==> config.mk <==
export PLATFORM = sky130hd
export DESIGN_NAME = alu_wb_stage
export DESIGN_NICKNAME = d
export VERILOG_FILES = /design/src/rtl/alu_wb_stage.sv
export SDC_FILE = /design/constraint.sdc
export NUM_CORES = 1
export LEC_CHECK = 0
export CAP_MARGIN = 25
export CORE_MARGIN = 2
export CORE_UTILIZATION = 65
export DETAILED_ROUTE_END_ITERATION = 10
export HOLD_SLACK_MARGIN = 0.06
export PLACE_DENSITY = 0.95
export SETUP_SLACK_MARGIN = 0.02
export SLEW_MARGIN = 20
export SYNTH_ARGS = -nofsm -noshare
export SYNTH_HDL_FRONTEND = slang
export SYNTH_SLANG_ARGS = --single-unit
export TNS_END_PERCENT = 50
==> constraint.sdc <==
create_clock -name clk -period 12.6 [get_ports clk]
set_input_delay 1.26 -clock clk [delete_from_list [all_inputs] [get_ports clk]]
set_output_delay 1.26 -clock clk [all_outputs]
set_load 0.01 [all_outputs]
==> src/rtl/alu_wb_stage.sv <==
`default_nettype none
// ============================================================================
// alu_wb_stage : execute/writeback stage driving the register file write port,
//                with single-entry bypass and a 16-cycle shift-add multiplier.
// Revision     : 1.0
// ============================================================================
module alu_wb_stage #(
  parameter int DATA_W = 16,
  parameter int ADDR_W = 4
) (
  input  logic              clk,
  input  logic              reset,
  input  logic              in_valid,
  output logic              in_ready,
  input  logic [3:0]        op,
  input  logic [ADDR_W-1:0] rd,
  input  logic [ADDR_W-1:0] ra,
  input  logic [ADDR_W-1:0] rb,
  input  logic [DATA_W-1:0] a_rf,
  input  logic [DATA_W-1:0] b_rf,
  output logic [DATA_W-1:0] wb_din,
  output logic [ADDR_W-1:0] wb_waddr,
  output logic              wb_we,
  output logic              flag_z,
  output logic              flag_n,
  output logic              flag_c,
  output logic              flag_v,
  output logic              busy
);

  localparam logic [3:0] OP_ADD = 4'd0;
  localparam logic [3:0] OP_SUB = 4'd1;
  localparam logic [3:0] OP_AND = 4'd2;
  localparam logic [3:0] OP_OR  = 4'd3;
  localparam logic [3:0] OP_XOR = 4'd4;
  localparam logic [3:0] OP_SHL = 4'd5;
  localparam logic [3:0] OP_SHR = 4'd6;
  localparam logic [3:0] OP_SRA = 4'd7;
  localparam logic [3:0] OP_MUL = 4'd8;
  localparam logic [3:0] OP_MOV = 4'd9;
  localparam logic [3:0] OP_SLT = 4'd10;

  typedef enum logic [0:0] {
    ST_IDLE = 1'b0,
    ST_MUL  = 1'b1
  } state_t;

  state_t            state_q, state_d;
  logic [DATA_W-1:0] wb_din_q, wb_din_d;
  logic [ADDR_W-1:0] wb_waddr_q, wb_waddr_d;
  logic              wb_we_q, wb_we_d;
  logic              z_q, z_d, n_q, n_d, c_q, c_d, v_q, v_d;
  logic [DATA_W-1:0] mul_a_q, mul_a_d, mul_b_q, mul_b_d, acc_q, acc_d;
  logic [ADDR_W-1:0] mul_rd_q, mul_rd_d;
  logic [3:0]        cnt_q, cnt_d;

  logic [DATA_W-1:0] opa, opb, alu_res, mul_sum;
  logic [DATA_W:0]   add_full, sub_full;
  logic              alu_c, alu_v;

  assign in_ready = (state_q == ST_IDLE);
  assign busy     = (state_q != ST_IDLE);
  assign wb_din   = wb_din_q;
  assign wb_waddr = wb_waddr_q;
  assign wb_we    = wb_we_q;
  assign flag_z   = z_q;
  assign flag_n   = n_q;
  assign flag_c   = c_q;
  assign flag_v   = v_q;

  // Only the value currently on the write port can be forwarded; r0 never is.
  always_comb begin
    opa = (wb_we_q && (wb_waddr_q == ra) && (ra != '0)) ? wb_din_q : a_rf;
    opb = (wb_we_q && (wb_waddr_q == rb) && (rb != '0)) ? wb_din_q : b_rf;
  end

  always_comb begin
    add_full = {1'b0, opa} + {1'b0, opb};
    sub_full = {1'b0, opa} - {1'b0, opb};
    alu_res  = '0;
    alu_c    = c_q;
    alu_v    = v_q;
    case (op)
      OP_ADD: begin
        alu_res = add_full[DATA_W-1:0];
        alu_c   = add_full[DATA_W];
        alu_v   = (opa[DATA_W-1] == opb[DATA_W-1]) && (alu_res[DATA_W-1] != opa[DATA_W-1]);
      end
      OP_SUB: begin
        alu_res = sub_full[DATA_W-1:0];
        alu_c   = sub_full[DATA_W];
        alu_v   = (opa[DATA_W-1] != opb[DATA_W-1]) && (alu_res[DATA_W-1] != opa[DATA_W-1]);
      end
      OP_AND:  alu_res = opa & opb;
      OP_OR:   alu_res = opa | opb;
      OP_XOR:  alu_res = opa ^ opb;
      OP_SHL:  alu_res = opa << opb[3:0];
      OP_SHR:  alu_res = opa >> opb[3:0];
      OP_SRA:  alu_res = $signed(opa) >>> opb[3:0];
      OP_MOV:  alu_res = opb;
      OP_SLT:  alu_res = {{(DATA_W-1){1'b0}}, ($signed(opa) < $signed(opb))};
      default: alu_res = '0;
    endcase
  end

  assign mul_sum = acc_q + (mul_b_q[cnt_q] ? (mul_a_q << cnt_q) : '0);

  always_comb begin
    state_d    = state_q;
    wb_din_d   = wb_din_q;
    wb_waddr_d = wb_waddr_q;
    wb_we_d    = 1'b0;
    z_d        = z_q;
    n_d        = n_q;
    c_d        = c_q;
    v_d        = v_q;
    mul_a_d    = mul_a_q;
    mul_b_d    = mul_b_q;
    mul_rd_d   = mul_rd_q;
    acc_d      = acc_q;
    cnt_d      = cnt_q;
    case (state_q)
      ST_IDLE: begin
        if (in_valid) begin
          if (op == OP_MUL) begin
            mul_a_d  = opa;
            mul_b_d  = opb;
            mul_rd_d = rd;
            acc_d    = '0;
            cnt_d    = '0;
            state_d  = ST_MUL;
          end else begin
            wb_din_d   = alu_res;
            wb_waddr_d = rd;
            wb_we_d    = (rd != '0) && (op <= OP_SLT);
            if (op <= OP_SLT) begin
              z_d = (alu_res == '0);
              n_d = alu_res[DATA_W-1];
              c_d = alu_c;
              v_d = alu_v;
            end
          end
        end
      end
      ST_MUL: begin
        acc_d = mul_sum;
        cnt_d = cnt_q + 4'd1;
        if (cnt_q == 4'd15) begin
          wb_din_d   = mul_sum;
          wb_waddr_d = mul_rd_q;
          wb_we_d    = (mul_rd_q != '0);
          z_d        = (mul_sum == '0);
          n_d        = mul_sum[DATA_W-1];
          state_d    = ST_IDLE;
        end
      end
      default: state_d = ST_IDLE;
    endcase
  end

  always_ff @(posedge clk or posedge reset) begin
    if (reset) begin
      state_q    <= ST_IDLE;
      wb_din_q   <= '0;
      wb_waddr_q <= '0;
      wb_we_q    <= 1'b0;
      z_q        <= 1'b0;
      n_q        <= 1'b0;
      c_q        <= 1'b0;
      v_q        <= 1'b0;
      mul_a_q    <= '0;
      mul_b_q    <= '0;
      mul_rd_q   <= '0;
      acc_q      <= '0;
      cnt_q      <= '0;
    end else begin
      state_q    <= state_d;
      wb_din_q   <= wb_din_d;
      wb_waddr_q <= wb_waddr_d;
      wb_we_q    <= wb_we_d;
      z_q        <= z_d;
      n_q        <= n_d;
      c_q        <= c_d;
      v_q        <= v_d;
      mul_a_q    <= mul_a_d;
      mul_b_q    <= mul_b_d;
      mul_rd_q   <= mul_rd_d;
      acc_q      <= acc_d;
      cnt_q      <= cnt_d;
    end
  end

endmodule
`default_nettype wire

### Track usage over the die

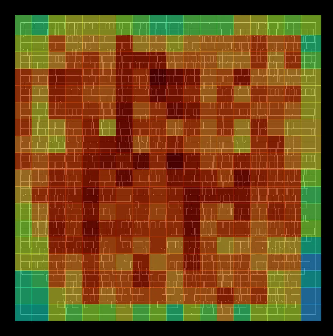
met3 usage: 0.159
Util after Layout: 0.740
met1 GRT Util: 0.650
DR WL/cell: 27.5 um
busiest grt layer: met2

### The metal 3 layer

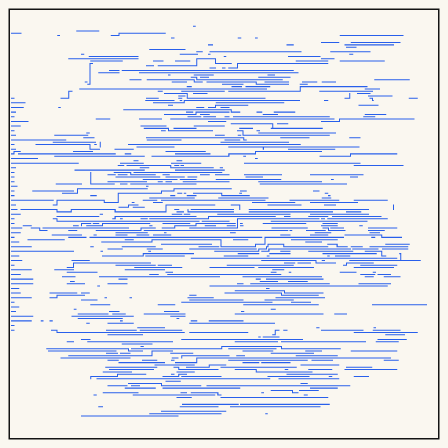
nets with wire on the layer: 341
longest straight run: 60.3 um
share of all routed wire: 15%

### Nets reached from selected ports

Bar = 50 um.
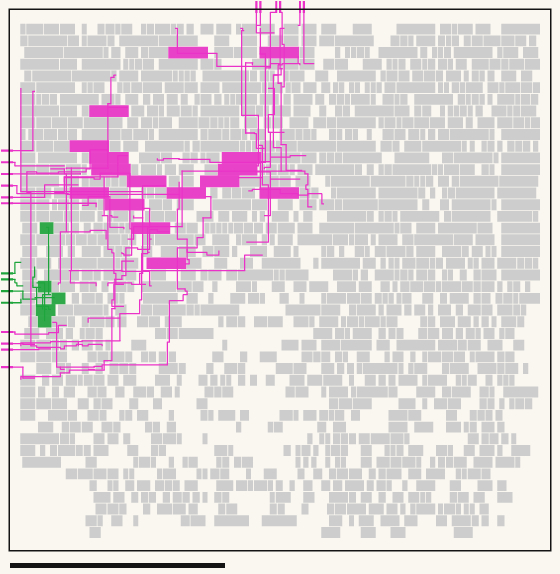
[magenta] `wb_din` | direction: output | edge: 10 left, 6 top | end cells: 16 | buffers: 16 | wire: 1,410 um
[green] `rb` | direction: input | edge: left | end cells: 5 | buffers: 4 | wire: 71.7 um

### Wiring by layer

Two of the layers only.
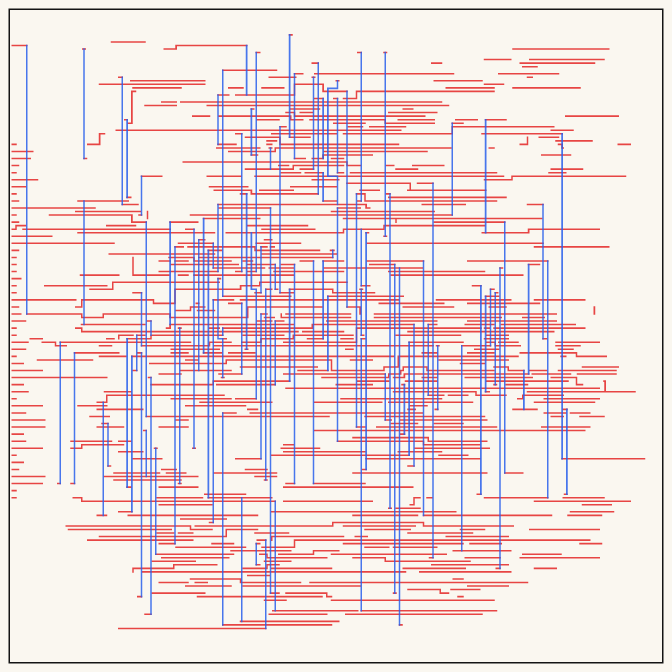
[red] metal 3 | wire length: 5,760 um
[blue] metal 4 | wire length: 2,760 um

==> impl_metrics.json <==
{
  "outcome": "completed",
  "routed_wl_um": 39500,
  "r2r_cells": 19,
  "num_antenna_cells": 0,
  "sw_frac_of_total": 0.518,
  "grt_max_degree": 83,
  "ys.flops": 82,
  "sh_comb_area": 0.650,
  "rsz0062_at_grt": "false",
  "power_leader": "combinational logic",
  "setup_tns_ns": 0,
  "holdBufCountCts": 0,
  "crit_chain": "clkdlybuf4s50_1, xnor2_1, nand4_1, nor2_2, mux2i_2, buf_4, inv_2, ha_1, nand2_1, o311a_1, a21oi_1, o41ai_1, o31ai_1, o31a_1, a221o_1, a21oi_1, o311ai_0, nand4bb_1, or4_1, nand3_1",
  "fin_area_sq_um": 10700,
  "synth_nets": 1340,
  "cpMostUsedCell": "a21oi_1",
  "synth.most_common_cell": "nor2_1",
  "warnings": 60,
  "worstHoldEndpoint": "acc_q[11]",
  "flop_cell": "dfrtp_1",
  "timing.rr.start": "wb_waddr[0]",
  "finalClockPeriodUsage": 0.579,
  "cts_buffer_depth": 2,
  "cp.depth": 20,
  "edf_count": 0,
  "drv_slew": 0,
  "fp-utilization": 0.663,
  "ys_seq_share": 0.214,
  "p_clk_mw": 0.255,
  "area_delta_synth_final_pct": 11.7,
  "reg2reg_to": "flag_z",
  "hold_depth": 2,
  "final_cell_mix": "130 x nor2_1, 126 x a21oi_1, 106 x nand2_1",
  "peakVddDrop_uv": 211,
  "first_pass_iters": 8,
  "path_max_fanout": 22,
  "crit_buf_inv": 3,
  "tightestPinTransition_ns": 1.10,
  "p_comb_mw": 1.54,
  "clock_sinks": 82,
  "tapcell.inserted": 184,
  "switchingPower_mw": 1.22,
  "postCtsSetupBuffers": 0,
  "n_fill_cell": 1053,
  "dp_hpwl_um": 28200,
  "topCombFamilyByArea": "AND-OR/OR-AND gates"
}
stage by stage:
stage | setup WS (ns) | hold WS [ns] | cells | total power [mW]
2_1_floorplan | 6.66 | 0.452 | 1220 | 1.52
5_1_grt | 5.21 | 0.515 | 1438 | 2.45
4_1_cts | 5.66 | 0.490 | 1438 | 2.27
6_report | 5.30 | 0.500 | 1438 | 2.35
3_3_place_gp | 5.52 | 0.476 | 1421 | 1.91
3_5_place_dp | 5.40 | 0.478 | 1422 | 1.96
flip-flops by register name, summed over array words and instances (netlist names), 4 cells and up:
register  cells
mul_a_q      16
mul_b_q      16
wb_waddr      4
mul_rd_q      4
acc_q        16
wb_din       16
cnt_q         4
per-layer routing:
layer  wire length (um)  track usage
met1              14500        0.650
met2              16500        0.719
met3               5760        0.159
met4               2760        0.280
met5                  0            0
Power and IR drop assume default switching activity.
